Fig. 1: run 1, the metal 3 layer
Bar = 20 um.
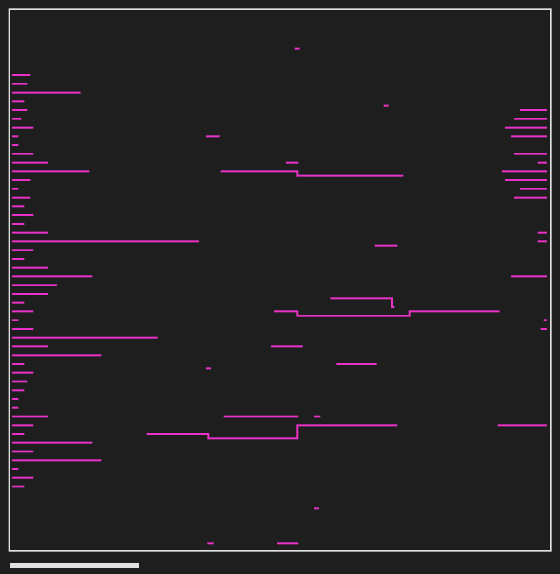
Fig. 2: run 1, signal metal coverage by tile
Bar = 20 um. The die is cut into 17 by 17 equal tiles; dark blue is low, red is high, scaled to the fullest tile. Values are wire area over tile area, all layers added.
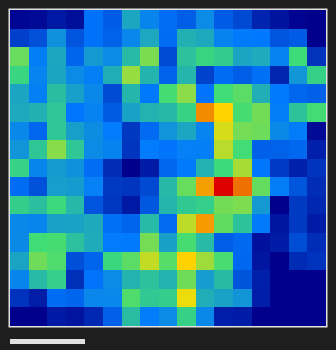
Fig. 3: run 1, M1 wires
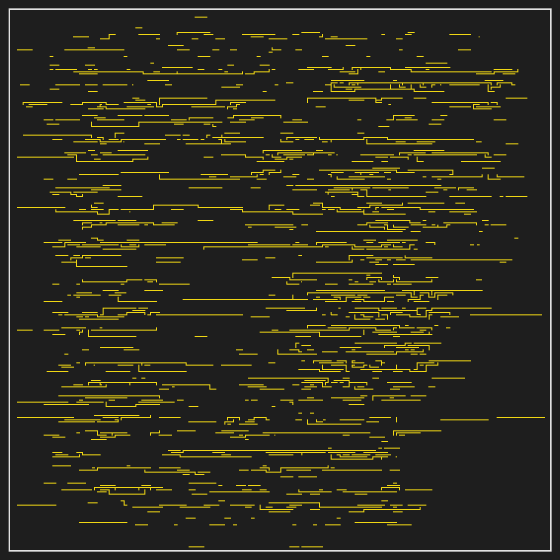
Fig. 4: run 1, clock wiring as the flow saved it
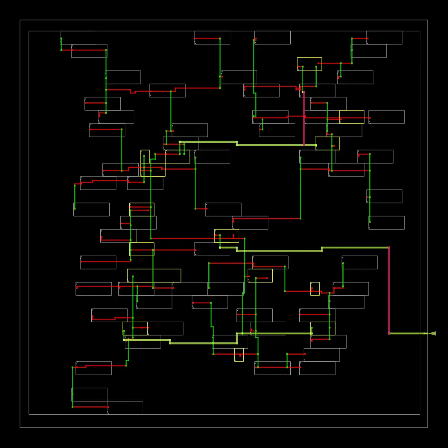
===== src/rtl/sd_read_arbiter_pkg.sv =====
// Shared definitions for the SD read arbiter slice: FSM states, block size, address width.
package sd_pkg;

  typedef enum logic [2:0] {
    IDLE,
    ISSUE,
    WAIT_START,
    STREAM,
    DONE,
    DRAIN
  } sd_state_e;

  localparam int unsigned SD_BLOCK_BYTES = 512;
  localparam int unsigned SD_ADDR_W      = 32;

endpackage


===== src/rtl/sd_read_arbiter_if.sv =====
// Client + SDIF signal bundle for sd_read_arbiter; master = arbiter side, slave = clients/SDIF side.
interface sd_read_arbiter_if;

  logic                         req0;
  logic [sd_pkg::SD_ADDR_W-1:0] addr0;
  logic                         gnt0;
  logic                         req1;
  logic [sd_pkg::SD_ADDR_W-1:0] addr1;
  logic                         gnt1;
  logic [7:0]                   rd_byte;
  logic                         rd_valid;
  logic                         rd_last;
  logic                         rd_owner;
  logic                         done;
  logic                         err;
  logic [sd_pkg::SD_ADDR_W-1:0] sd_addr;
  logic                         sd_begin;
  logic                         sd_idle;
  logic                         sd_valid;
  logic [7:0]                   sd_byte;

  modport master (
    input  req0, addr0, req1, addr1, sd_idle, sd_valid, sd_byte,
    output gnt0, gnt1, rd_byte, rd_valid, rd_last, rd_owner, done, err, sd_addr, sd_begin
  );

  modport slave (
    output req0, addr0, req1, addr1, sd_idle, sd_valid, sd_byte,
    input  gnt0, gnt1, rd_byte, rd_valid, rd_last, rd_owner, done, err, sd_addr, sd_begin
  );

endinterface


===== src/rtl/sd_read_arbiter_rr_arb2.sv =====
// Two-way round-robin picker: a lone request wins outright, a tie goes to the non-last owner.
module rr_arb2 (
  input  logic [1:0] req,
  input  logic       last_owner,
  output logic       win,
  output logic       valid
);

  always_comb begin
    valid = |req;
    win   = 1'b0;
    case (req)
      2'b01:   win = 1'b0;
      2'b10:   win = 1'b1;
      2'b11:   win = ~last_owner;
      default: win = 1'b0;
    endcase
  end

endmodule


===== src/rtl/sd_read_arbiter.sv =====
// Shares the SD SPI block reader between two clients and forwards each 512-byte block.
// Optional watchdog enabled by defining SD_ARB_TIMEOUT_EN.
module sd_read_arbiter
  import sd_pkg::*;
#(
  parameter int unsigned BLOCK_BYTES = SD_BLOCK_BYTES
`ifdef SD_ARB_TIMEOUT_EN
  , parameter int unsigned TIMEOUT_CYCLES = 1048576
`endif
) (
  input  logic              clock,
  input  logic              reset,
  sd_read_arbiter_if.master bus
);

  localparam int unsigned CNT_W = $clog2(BLOCK_BYTES) + 1;
  localparam logic [CNT_W-1:0] LAST_IDX = CNT_W'(BLOCK_BYTES - 1);

  sd_state_e        state;
  logic [CNT_W-1:0] count;
  logic             short_blk;
  logic             last_owner;
  logic             pick_idx;
  logic             pick_valid;

  rr_arb2 u_arb (
    .req       ({bus.req1, bus.req0}),
    .last_owner(last_owner),
    .win       (pick_idx),
    .valid     (pick_valid)
  );

`ifdef SD_ARB_TIMEOUT_EN
  localparam int unsigned WD_W = $clog2(TIMEOUT_CYCLES) + 1;
  logic [WD_W-1:0] wd_cnt;
  logic            wd_hit;
  // Counter is loaded with 1 on the byte edge, so hitting TIMEOUT_CYCLES-1 puts
  // the done pulse exactly TIMEOUT_CYCLES edges after the last sd_valid.
  assign wd_hit = (wd_cnt == WD_W'(TIMEOUT_CYCLES - 1));
`endif

  always_ff @(posedge clock) begin
    if (reset) begin
      state        <= IDLE;
      count        <= '0;
      short_blk    <= 1'b0;
      last_owner   <= 1'b1;
      bus.gnt0     <= 1'b0;
      bus.gnt1     <= 1'b0;
      bus.sd_begin <= 1'b0;
      bus.sd_addr  <= '0;
      bus.rd_byte  <= '0;
      bus.rd_valid <= 1'b0;
      bus.rd_last  <= 1'b0;
      bus.rd_owner <= 1'b0;
      bus.done     <= 1'b0;
      bus.err      <= 1'b0;
`ifdef SD_ARB_TIMEOUT_EN
      wd_cnt       <= '0;
`endif
    end else begin
      bus.sd_begin <= 1'b0;
      bus.rd_valid <= 1'b0;
      bus.rd_last  <= 1'b0;
      bus.done     <= 1'b0;
      bus.err      <= 1'b0;
      case (state)
        IDLE: begin
          if (bus.sd_idle && pick_valid) begin
            bus.sd_addr  <= pick_idx ? bus.addr1 : bus.addr0;
            bus.gnt0     <= ~pick_idx;
            bus.gnt1     <= pick_idx;
            bus.rd_owner <= pick_idx;
            last_owner   <= pick_idx;
            bus.sd_begin <= 1'b1;
            state        <= ISSUE;
          end
        end
        ISSUE: begin
          state <= WAIT_START;
`ifdef SD_ARB_TIMEOUT_EN
          wd_cnt <= WD_W'(1);
`endif
        end
        WAIT_START: begin
          if (!bus.sd_idle) begin
            count <= '0;
            state <= STREAM;
          end
`ifdef SD_ARB_TIMEOUT_EN
          else if (wd_hit) begin
            short_blk <= 1'b1;
            state     <= DONE;
          end
          wd_cnt <= wd_cnt + 1'b1;
`endif
        end
        STREAM: begin
          if (bus.sd_valid) begin
            bus.rd_byte  <= bus.sd_byte;
            bus.rd_valid <= 1'b1;
            count        <= count + 1'b1;
            if (count == LAST_IDX) begin
              bus.rd_last <= 1'b1;
              state       <= DONE;
            end else if (bus.sd_idle) begin
              short_blk <= 1'b1;
              state     <= DONE;
            end
          end else if (bus.sd_idle) begin
            short_blk <= 1'b1;
            state     <= DONE;
          end
`ifdef SD_ARB_TIMEOUT_EN
          else if (wd_hit) begin
            short_blk <= 1'b1;
            state     <= DONE;
          end
          wd_cnt <= bus.sd_valid ? WD_W'(1) : wd_cnt + 1'b1;
`endif
        end
        DONE: begin
          bus.done  <= 1'b1;
          bus.err   <= short_blk;
          bus.gnt0  <= 1'b0;
          bus.gnt1  <= 1'b0;
          count     <= '0;
          short_blk <= 1'b0;
`ifdef SD_ARB_TIMEOUT_EN
          wd_cnt    <= '0;
`endif
          state     <= DRAIN;
        end
        DRAIN: begin
          if (bus.sd_idle) state <= IDLE;
        end
        default: state <= IDLE;
      endcase
    end
  end

endmodule


===== src/flat_wrapper.sv =====
// flat-port wrapper written by rule: the top's interface ports become plain ports
module sd_read_arbiter_flat import sd_pkg::*;
#(
  parameter int unsigned BLOCK_BYTES = SD_BLOCK_BYTES

)
  (clock, reset, bus_req0, bus_addr0, bus_req1, bus_addr1, bus_sd_idle, bus_sd_valid, bus_sd_byte, bus_gnt0, bus_gnt1, bus_rd_byte, bus_rd_valid, bus_rd_last, bus_rd_owner, bus_done, bus_err, bus_sd_addr, bus_sd_begin);
  sd_read_arbiter_if bus_i ();
  input  logic clock;
  input  logic reset;
  input wire logic [$bits(bus_i.req0)-1:0] bus_req0;
  input wire logic [$bits(bus_i.addr0)-1:0] bus_addr0;
  input wire logic [$bits(bus_i.req1)-1:0] bus_req1;
  input wire logic [$bits(bus_i.addr1)-1:0] bus_addr1;
  input wire logic [$bits(bus_i.sd_idle)-1:0] bus_sd_idle;
  input wire logic [$bits(bus_i.sd_valid)-1:0] bus_sd_valid;
  input wire logic [$bits(bus_i.sd_byte)-1:0] bus_sd_byte;
  output wire logic [$bits(bus_i.gnt0)-1:0] bus_gnt0;
  output wire logic [$bits(bus_i.gnt1)-1:0] bus_gnt1;
  output wire logic [$bits(bus_i.rd_byte)-1:0] bus_rd_byte;
  output wire logic [$bits(bus_i.rd_valid)-1:0] bus_rd_valid;
  output wire logic [$bits(bus_i.rd_last)-1:0] bus_rd_last;
  output wire logic [$bits(bus_i.rd_owner)-1:0] bus_rd_owner;
  output wire logic [$bits(bus_i.done)-1:0] bus_done;
  output wire logic [$bits(bus_i.err)-1:0] bus_err;
  output wire logic [$bits(bus_i.sd_addr)-1:0] bus_sd_addr;
  output wire logic [$bits(bus_i.sd_begin)-1:0] bus_sd_begin;
  assign bus_i.req0 = bus_req0;
  assign bus_i.addr0 = bus_addr0;
  assign bus_i.req1 = bus_req1;
  assign bus_i.addr1 = bus_addr1;
  assign bus_i.sd_idle = bus_sd_idle;
  assign bus_i.sd_valid = bus_sd_valid;
  assign bus_i.sd_byte = bus_sd_byte;
  assign bus_gnt0 = bus_i.gnt0;
  assign bus_gnt1 = bus_i.gnt1;
  assign bus_rd_byte = bus_i.rd_byte;
  assign bus_rd_valid = bus_i.rd_valid;
  assign bus_rd_last = bus_i.rd_last;
  assign bus_rd_owner = bus_i.rd_owner;
  assign bus_done = bus_i.done;
  assign bus_err = bus_i.err;
  assign bus_sd_addr = bus_i.sd_addr;
  assign bus_sd_begin = bus_i.sd_begin;
  sd_read_arbiter #(.BLOCK_BYTES(BLOCK_BYTES)) u_core (.clock(clock), .reset(reset), .bus(bus_i));
endmodule

===== config.mk =====
export PLATFORM = sky130hd
export DESIGN_NAME = sd_read_arbiter_flat
export DESIGN_NICKNAME = d
export VERILOG_FILES = /design/src/rtl/sd_read_arbiter_pkg.sv /design/src/rtl/sd_read_arbiter_if.sv /design/src/rtl/sd_read_arbiter_rr_arb2.sv /design/src/rtl/sd_read_arbiter.sv /design/src/flat_wrapper.sv
export SDC_FILE = /design/constraint.sdc
export NUM_CORES = 1
export LEC_CHECK = 0
export CAP_MARGIN = 10
export CORE_MARGIN = 1.5
export CORE_UTILIZATION = 41
export DETAILED_ROUTE_END_ITERATION = 12
export PLACE_DENSITY = 0.84
export SLEW_MARGIN = 30
export SYNTH_ARGS = -nofsm -noshare
export SYNTH_HDL_FRONTEND = slang
export SYNTH_SLANG_ARGS = --single-unit

===== constraint.sdc =====
create_clock -name clock -period 1.9 [get_ports clock]
set_input_delay 0.38 -clock clock [delete_from_list [all_inputs] [get_ports clock]]
set_output_delay 0.38 -clock clock [all_outputs]
set_load 0.05 [all_outputs]

==> metrics.yaml, run 1 <==
die_y_um: 83.89
critPathLaunchType: "register"
avgSynthCellArea_um2: 9.063
vdd_ir_drop_max_mv: 0.4328
drv_slew: 0
dpl_cell_area_um2: 4096
critPathSlowestCell: "clkdlybuf4s50_1"
path_clk_slew_ns: 0.07
busiest_layer: "met2"
netlist_instances: 296
cpPeakStageDelay_ns: 0.80
rr_endpoint: "u_core.count[5]$_SDFFE_PP0P_"
fmax_ghz: 0.5394
antenna_left: 0
setup_viol: 0
worst_pin_slew_ns: 0.5237
final_cells: 507
outcome: "complete, no violations"
area.combinational_um2: 1318
simple_gate_area_share_pct: 18.89
startpoint: "u_core.bus.rd_byte[0]$_SDFFE_PP0P_"
hold_class: "register to register"
most_common_cell: "dfxtp_1"
ys_seq_share_pct: 47.01
finalSetupTns_ns: 0
port_buffers: 125
top_cell_area_share_pct: 47.01
synthArstFlopShare_pct: 0
holdBufCountCts: 0
endpoint_kind: "output port"
reg2reg_slack_ns: 0.17
relSlewSlack_pct: 65.03
cts_setup_buffers: 0
synth.cellmix.compoundShare_pct: 16.04
nets: 505
dp_hpwl_mm: 5.055
worst-path-buf-inv: 1
met3_length_um: 441
critPathMaxFanout: 2
fill_cells: 489
layout-drive-gt1-share_pct: 10.47
xor_share_pct: 0.3265
core_region_area_um2: 6350
first_iter_violations: 60
fin_util_pct: 68.61
met3_usage_pct: 7.715
top_logic_kind: "simple AND/OR/NAND/NOR gates"
whs_ns: 0.4507
crit_family: "buffers and inverters"
yosysUniqueCellTypes: 39
dr.pass1.iters: 4
max-cap-violations: 0
Back to the opening pictures, Fig. 1:
The longest straight run is 28.8 um. The wires run mostly horizontal. 73 nets have wire on it. The layer holds 6.5% of the routed length.

Back to the opening pictures, Fig. 2:
The emptiest ninth of the die: lower right. 15% of the tiles are over half the peak. The mean over all tiles is 0.16.

Back to the opening pictures, Fig. 3:
The longest straight run is 29.9 um. 438 nets have wire on it. The layer carries 2830 um of wire. The layer holds 42% of the routed length. The wires run mostly horizontal.

Back to the opening pictures, Fig. 4:
# clock sinks: 63
total CTS buffers: 9
FFs & Latches: 63
clk latency late pin: 0.33 ns
clock buffers: 11

[run 1: timing repair]
action | 4_1_cts | 5_1_grt
endpoints found under the setup margin | 1 | 26
gates resized | 1 | 26
gates cloned | 0 | 0
pin swaps | 0 | 0
[run 1: flip-flops by register name (all words and copies together), names as in the netlist]
signal and flops:
u_core.bus.err 1, u_core.last_owner 1, u_core.count 10, u_core.bus.sd_begin 1
u_core.bus.rd_owner 1, u_core.bus.sd_addr 32, u_core.bus.rd_valid 1, u_core.state 3
u_core.bus.done 1, u_core.bus.gnt1 1, u_core.bus.rd_byte 8, u_core.bus.gnt0 1
u_core.short_blk 1, u_core.bus.rd_last 1
[run 1: power breakdown]
part	internal (mW)	total (mW)	switching [mW]	leakage (nW)
Combinational	0.423	0.951	0.529	1.41
Sequential	1.41	1.46	0.0534	0.515
Clock	0.663	1.16	0.500	0.105
Total	2.50	3.58	1.08	2.03
[run 1: cells in the final DEF (no fill, tap or decap), types with 4 or more instances in the layout]
cell / Yosys / final
dfxtp_1: 63 / 63
clkdlybuf4s50_1: 0 / 90
o21ai_0: 4 / 4
or3_1: 7 / 7
or4_1: 4 / 4
dlymetal6s2s_1: 0 / 26
buf_4: 1 / 21
nor3_1: 4 / 4
nand3_1: 5 / 5
a211oi_1: 33 / 33
nand2_1: 26 / 26
a21oi_1: 18 / 18
clkbuf_8: 0 / 11
buf_12: 0 / 4
nor2_1: 40 / 40
mux2i_1: 33 / 33
[run 1: cell type report]
class                           instances  share of cell area, %
Sequential cell                        63                  28.95
Inverter                                2                 0.1723
Multi-Input combinational cell        207                  30.24
Tap cell                               77                  2.211
Timing Repair Buffer                  143                  33.92
Clock buffer                           11                  3.475
Clock inverter                          4                  1.034
## Run 2: what changed since run 1
- RECOVER_POWER: default -> 50
- SKIP_LAST_GASP: default -> 1
Fig. 5: run 2, signal metal coverage by tile
Bar = 20 um. The die is cut into 17 by 17 equal tiles; dark blue is low, red is high, scaled to the fullest tile. Values are wire area over tile area, all layers added.
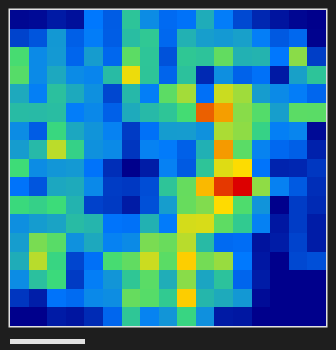
The densest ninth of the die: bottom center. 6.6% of the tiles are nearly empty. The fullest tile reaches 0.49. 19% of the tiles are over half the peak. The mean over all tiles is 0.16. The emptiest ninth of the die: lower right.

==> run 2 against run 1 <==
  * Global-route usage is the same
  * Sequential share of layout area grew 1.8 points
  * Worst hold slack improved by 0.0026 ns
  * Largest power group unchanged
  * Highest routed layer unchanged
==> metrics.yaml, run 2 <==
path_clk_slew_ns: 0.07  # about the same
clock_sinks: 63  # unchanged
nets: 505  # unchanged
die_y_um: 83.89  # unchanged
worst-path-stages: 1  # unchanged
layout-drive-gt1-share_pct: 8.605  # was 10.47%
ys_cells: 296  # unchanged
dp_hpwl_mm: 5.055  # unchanged
vdd_ir_drop_max_mv: 0.4172  # was 0.4328 mV
startpoint: "u_core.bus.rd_byte[0]$_SDFFE_PP0P_"  # unchanged
clkbuf_count: 11  # unchanged
insertion_delay_ns: 0.33  # about the same
relSlewSlack_pct: 56.83  # was 65.03%
power_frac_comb_pct: 25.3  # was 26.6%
cpPeakStageDelay_ns: 0.80  # about the same
area.combinational_um2: 1318  # unchanged
drv_slew: 0  # unchanged
netlist_instances: 296  # unchanged
sh_comb_area_pct: 32.14  # was 30.24%
max-cap-violations: 0  # unchanged
top_cell_area_share_pct: 47.01  # unchanged
dr.pass1.iters: 4  # unchanged
synthArstFlopShare_pct: 0  # unchanged
first_iter_violations: 74  # was 60
rr_endpoint: "u_core.count[5]$_SDFFE_PP0P_"  # unchanged
seq-cell-share_pct: 30.77  # was 28.95%
nonClkBufAreaFrac_pct: 29.76  # was 33.92%
regMostFlops: "u_core.bus.sd_addr"  # unchanged
ys_seq_share_pct: 47.01  # unchanged
worst_pin_slew_ns: 0.6504  # was 0.5237 ns
worst-path-buf-inv: 1  # unchanged
fill_cells: 557  # was 489
endpoint_kind: "output port"  # unchanged
taps: 77  # unchanged
critPathLaunchType: "register"  # unchanged
grt_pass1_vias: 2563  # unchanged
outcome: "complete, no violations"  # unchanged
regArea_um2: 1261  # unchanged
seq_power_share_pct: 41.7  # was 40.9%
setup_viol: 0  # unchanged
hold_class: "register to register"  # unchanged
cts-buffers-inserted: 9  # unchanged
reg.largest.list: "u_core.bus.sd_addr: 32 flops, u_core.count: 10 flops, u_core.bus.rd_byte: 8 flops"  # unchanged
antenna_found_initial: 0  # unchanged
antenna_left: 0  # unchanged
clk_share_pct: 4.792  # was 4.509%
net-switching-power_mw: 1.082  # about the same
port_buffers: 125  # unchanged
avgSynthCellArea_um2: 9.063  # unchanged
clock_power_share_pct: 33.0  # was 32.5%
reg2reg_slack_ns: 0.17  # about the same
mostFrequentLayoutCells: "clkdlybuf4s50_1, dfxtp_1, nor2_1"  # unchanged
inverters: 2  # unchanged
comb_cells: 207  # unchanged
largest_register_ffs: 32  # unchanged
fmax_ghz: 0.5380  # was 0.5394 GHz
core_region_area_um2: 6350  # unchanged
dpl_cell_area_um2: 4096  # unchanged
sw_frac_of_total_pct: 30.77  # was 30.23%
most_common_cell: "dfxtp_1"  # unchanged
dominant_cells: "combinational gates"  # was non-clock buffers
==> run 2: stage by stage <==
| stage | instances | util (%) | hold WS, ns | TNS, ns | worst slack, ns |
|---|---|---|---|---|---|
| CTS | 507 | 67.59 | 0.4563 | 0 | 0.006475 |
| global route | 507 | 64.55 | 0.4821 | -0.005880 | -0.005880 |
| finish | 507 | 64.55 | 0.4533 | 0 | 0.04137 |
| floorplan | 296 | - | 0.4305 | 0 | 0.2383 |
| detailed placement | 492 | 64.51 | 0.4465 | -2.225 | -0.1406 |
| global placement | 492 | 64.51 | 0.4407 | -2.135 | -0.1111 |
==> run 2: per-layer routing <==
metal / vias to the layer above / global-route usage (%)
li1: 1322 / -
met1: 1173 / 23.61
met4: 0 / 7.303
met2: 92 / 34.02
met3: 12 / 7.715
met5: - / 0
==> run 2: what timing repair did <==
action,4_1_cts,5_1_grt
hold endpoints to repair,0,0
hold buffers,0,0
endpoints found under the setup margin,1,26
pin swaps,0,0
gates resized,1,26
buffers inserted,0,0
==> run 2: power groups by stage <==
stage | sequential, mW | combinational (mW) | clock (mW)
floorplan | 1.76 | 0.280 | 0
global placement | 1.49 | 0.950 | 0
detailed placement | 1.49 | 0.963 | 0
CTS | 1.47 | 0.964 | 1.19
global route | 1.48 | 0.953 | 1.26
finish | 1.47 | 0.888 | 1.16
==> run 2: logic make-up (layout without fill, tap and decap cells) <==
group	after synthesis	count (layout)	share of synthesized area (%)
flip-flops	63	63	47.01
AND/OR/NAND/NOR	106	106	18.89
multiplexers	34	34	12.73
AND-OR/OR-AND	65	65	16.05
buffers and inverters	26	160	4.524
adder cells (fa/ha/maj)	1	1	0.4663
XOR/XNOR	1	1	0.3266
## Run 3: what changed since run 2
- CAP_MARGIN: 10 -> default
- CORE_ASPECT_RATIO: default -> 1.2
Fig. 6: run 3, M1 wires
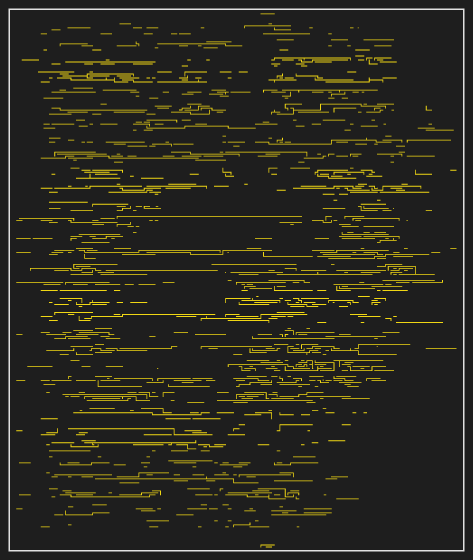
The layer carries 2740 um of wire. The layer holds 39% of the routed length. 436 nets have wire on it. The wires run mostly horizontal.

==> run 3 against run 2 <==
  * Count of clock-buffer cells in the layout stayed put
  * Maximum frequency down 0.71%
  * Utilization grew 1.0 points
  * Critical path type unchanged
  * First-iteration DRC count is 100% higher
  * Non-clock buffer count grew 2
==> metrics.yaml, run 3 <==
insertion_delay_ns: 0.33  # about the same
final_cells: 517  # was 507
worst_pin_slew_ns: 0.6451  # was 0.6504 ns
cts_setup_buffers: 0  # unchanged
relSlewSlack_pct: 57.18  # was 56.83%
postCtsResizedCells: 0  # was 1
antenna_cells: 0  # unchanged
synth_nets: 375  # unchanged
internal_power_mw: 2.547  # was 2.433 mW
dpl.cell_count: 502  # was 492
critPathSlowestCell: "clkdlybuf4s50_1"  # unchanged
finalSetupTns_ns: 0  # unchanged
htree_levels: 3  # unchanged
grt_pass1_vias: 2608  # was 2563
core_region_area_um2: 6366  # was 6350 um^2
mostFrequentLayoutCells: "clkdlybuf4s50_1, dfxtp_1, nor2_1"  # unchanged
antenna_found_initial: 0  # unchanged
ys_cells: 296  # unchanged
endpoint_kind: "output port"  # unchanged
avgSynthCellArea_um2: 9.063  # unchanged
dpl_cell_area_um2: 4106  # was 4096 um^2
yosysUniqueCellTypes: 39  # unchanged
net-switching-power_mw: 1.085  # was 1.082 mW
critPathMaxFanout: 2  # unchanged
port_buffers: 125  # unchanged
reg.largest.list: "u_core.bus.sd_addr: 32 flops, u_core.count: 10 flops, u_core.bus.rd_byte: 8 flops"  # unchanged
cts-buffers-inserted: 9  # unchanged
top_logic_kind: "simple AND/OR/NAND/NOR gates"  # unchanged
top_cell_area_share_pct: 47.01  # unchanged
dp_slack_ns: -0.2411  # was -0.1406 ns
crit_family: "buffers and inverters"  # unchanged
mux_share_pct: 12.73  # unchanged
first_iter_violations: 150  # was 74
vdd_ir_drop_max_mv: 0.4233  # was 0.4172 mV
cpPeakStageDelay_ns: 0.81  # was 0.80 ns
synth-main-ff-cell: "dfxtp_1"  # unchanged
worst-path-buf-inv: 1  # unchanged
holdBufCountCts: 0  # unchanged
seq_power_share_pct: 40.4  # was 41.7%
met3_length_um: 463  # was 467 um
wirelength_mm: 7.044  # was 6.742 mm
netlist_instances: 296  # unchanged
finalCriticalPeriod_ns: 1.872  # was 1.859 ns
drv_slew: 0  # unchanged
critPathLaunchType: "register"  # unchanged
clock_sinks: 63  # unchanged
busiest_layer: "met2"  # unchanged
dp_hpwl_mm: 5.245  # was 5.055 mm
sw_frac_of_total_pct: 29.87  # was 30.77%
path_clk_slew_ns: 0.07  # about the same
setup_viol: 0  # unchanged
outcome: "complete, no violations"  # unchanged
fmax_ghz: 0.5342  # was 0.5380 GHz
xor_share_pct: 0.3265  # unchanged
met3_usage_pct: 6.468  # was 7.715%
mostFrequentLayoutCell: "clkdlybuf4s50_1"  # unchanged
max-cap-violations: 0  # unchanged
clock_power_share_pct: 34.7  # was 33.0%
most_common_cell: "dfxtp_1"  # unchanged
antenna_left: 0  # unchanged
simple_gate_area_share_pct: 18.89  # unchanged
layout-drive-gt1-share_pct: 8.565  # was 8.605%
power_frac_comb_pct: 24.9  # was 25.3%
layout_setup_ws_ns: 0.02816  # was 0.04137 ns
met1_usage_pct: 23.26  # was 23.61%
synthArstFlopShare_pct: 0  # unchanged
grtUsageMet2_pct: 36.14  # was 34.02%
regMostFlops: "u_core.bus.sd_addr"  # unchanged
adder_share_pct: 0.4664  # unchanged
whs_ns: 0.4597  # was 0.4533 ns
die_y_um: 91.61  # was 83.89 um
hold_class: "register to register"  # unchanged
nets: 507  # was 505
fin_util_pct: 65.57  # was 64.55%
[run 3: cell counts after synthesis]
No cell type changed its count.
[run 3: cell type report]
type / count / area (um^2)
clock inverter: 4 / 70.07
clock buffer: 11 / 141.4
timing repair buffer: 145 / 1270
sequential: 63 / 1262
multi-input combinational: 207 / 1316
fill: 544 / 2192
tap: 85 / 106.4
inverter: 2 / 7.507
[run 3: path summary, 6_finish.rpt]
path                                                          from                            endpoint  slack, ns  depth (start not counted)
worst max-delay path            u_core.bus.sd_addr[9]$_SDFFE_PP0P_                      bus_sd_addr[9]       0.03                          1
worst max register to register        u_core.count[0]$_SDFFE_PP0P_       u_core.bus.rd_last$_SDFF_PP0_       0.15                          5
worst min-delay path            u_core.bus.rd_byte[7]$_SDFFE_PP0P_  u_core.bus.rd_byte[7]$_SDFFE_PP0P_       0.46                          2
worst min register to register  u_core.bus.rd_byte[7]$_SDFFE_PP0P_  u_core.bus.rd_byte[7]$_SDFFE_PP0P_       0.46                          2
[run 3: kinds of logic (layout without fill, tap and decap cells)]
| family | after synthesis | in the layout |
|---|---|---|
| mux | 34 | 34 |
| compound gates | 65 | 65 |
| simple gates | 106 | 106 |
| flops | 63 | 63 |
| buf+inv | 26 | 162 |
| fa+ha+maj | 1 | 1 |
| xor+xnor | 1 | 1 |
[run 3: power groups by stage]
stage / clock network, mW / registers [mW] / logic, mW
3_5_place_dp: 0 / 1.49 / 0.968
6_report: 1.26 / 1.47 / 0.906
5_1_grt: 1.34 / 1.48 / 0.968
3_3_place_gp: 0 / 1.49 / 0.953
2_1_floorplan: 0 / 1.76 / 0.280
4_1_cts: 1.28 / 1.46 / 0.972
[run 3: worst min-delay path, delay by kind of cell (launching register included)]
kind,cells,cell delay [ns]
DFF,1,0.31
and+or+nand+nor,1,0.05
AOI/OAI and AO/OA,1,0.05

==> gallery <==
Cell classes on the final placement.
Fill, decap, tap and diode cells in gray.
(a)
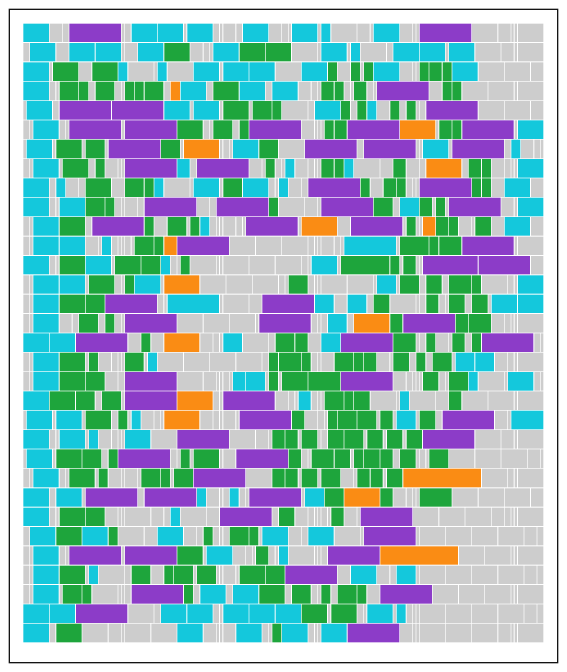
(b)
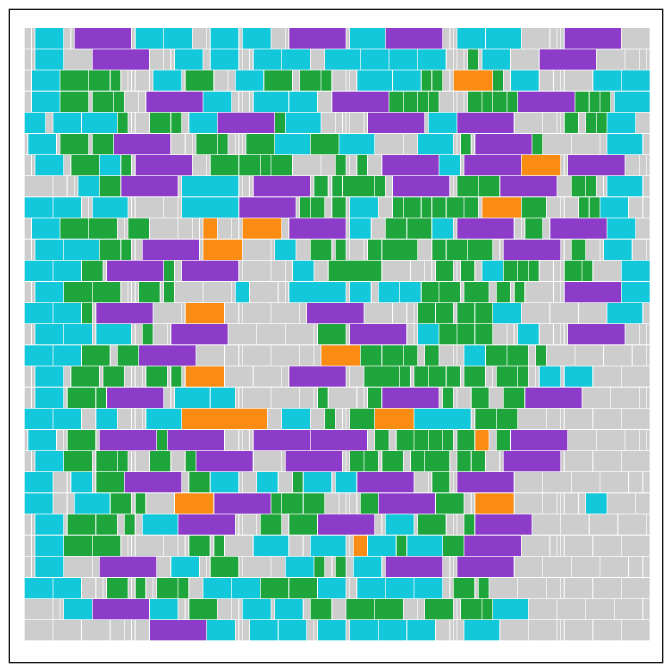
- (a) = run 3
- (b) = run 1

Key to (b):
Key: other buffers and delay cells = cyan [cells 143]; flops = purple [cells 63]; combinational and other logic = green [cells 209]; clock drivers and dummy loads = orange [cells 15]

No activity file was given, so power comes from the tool's default toggle rates.
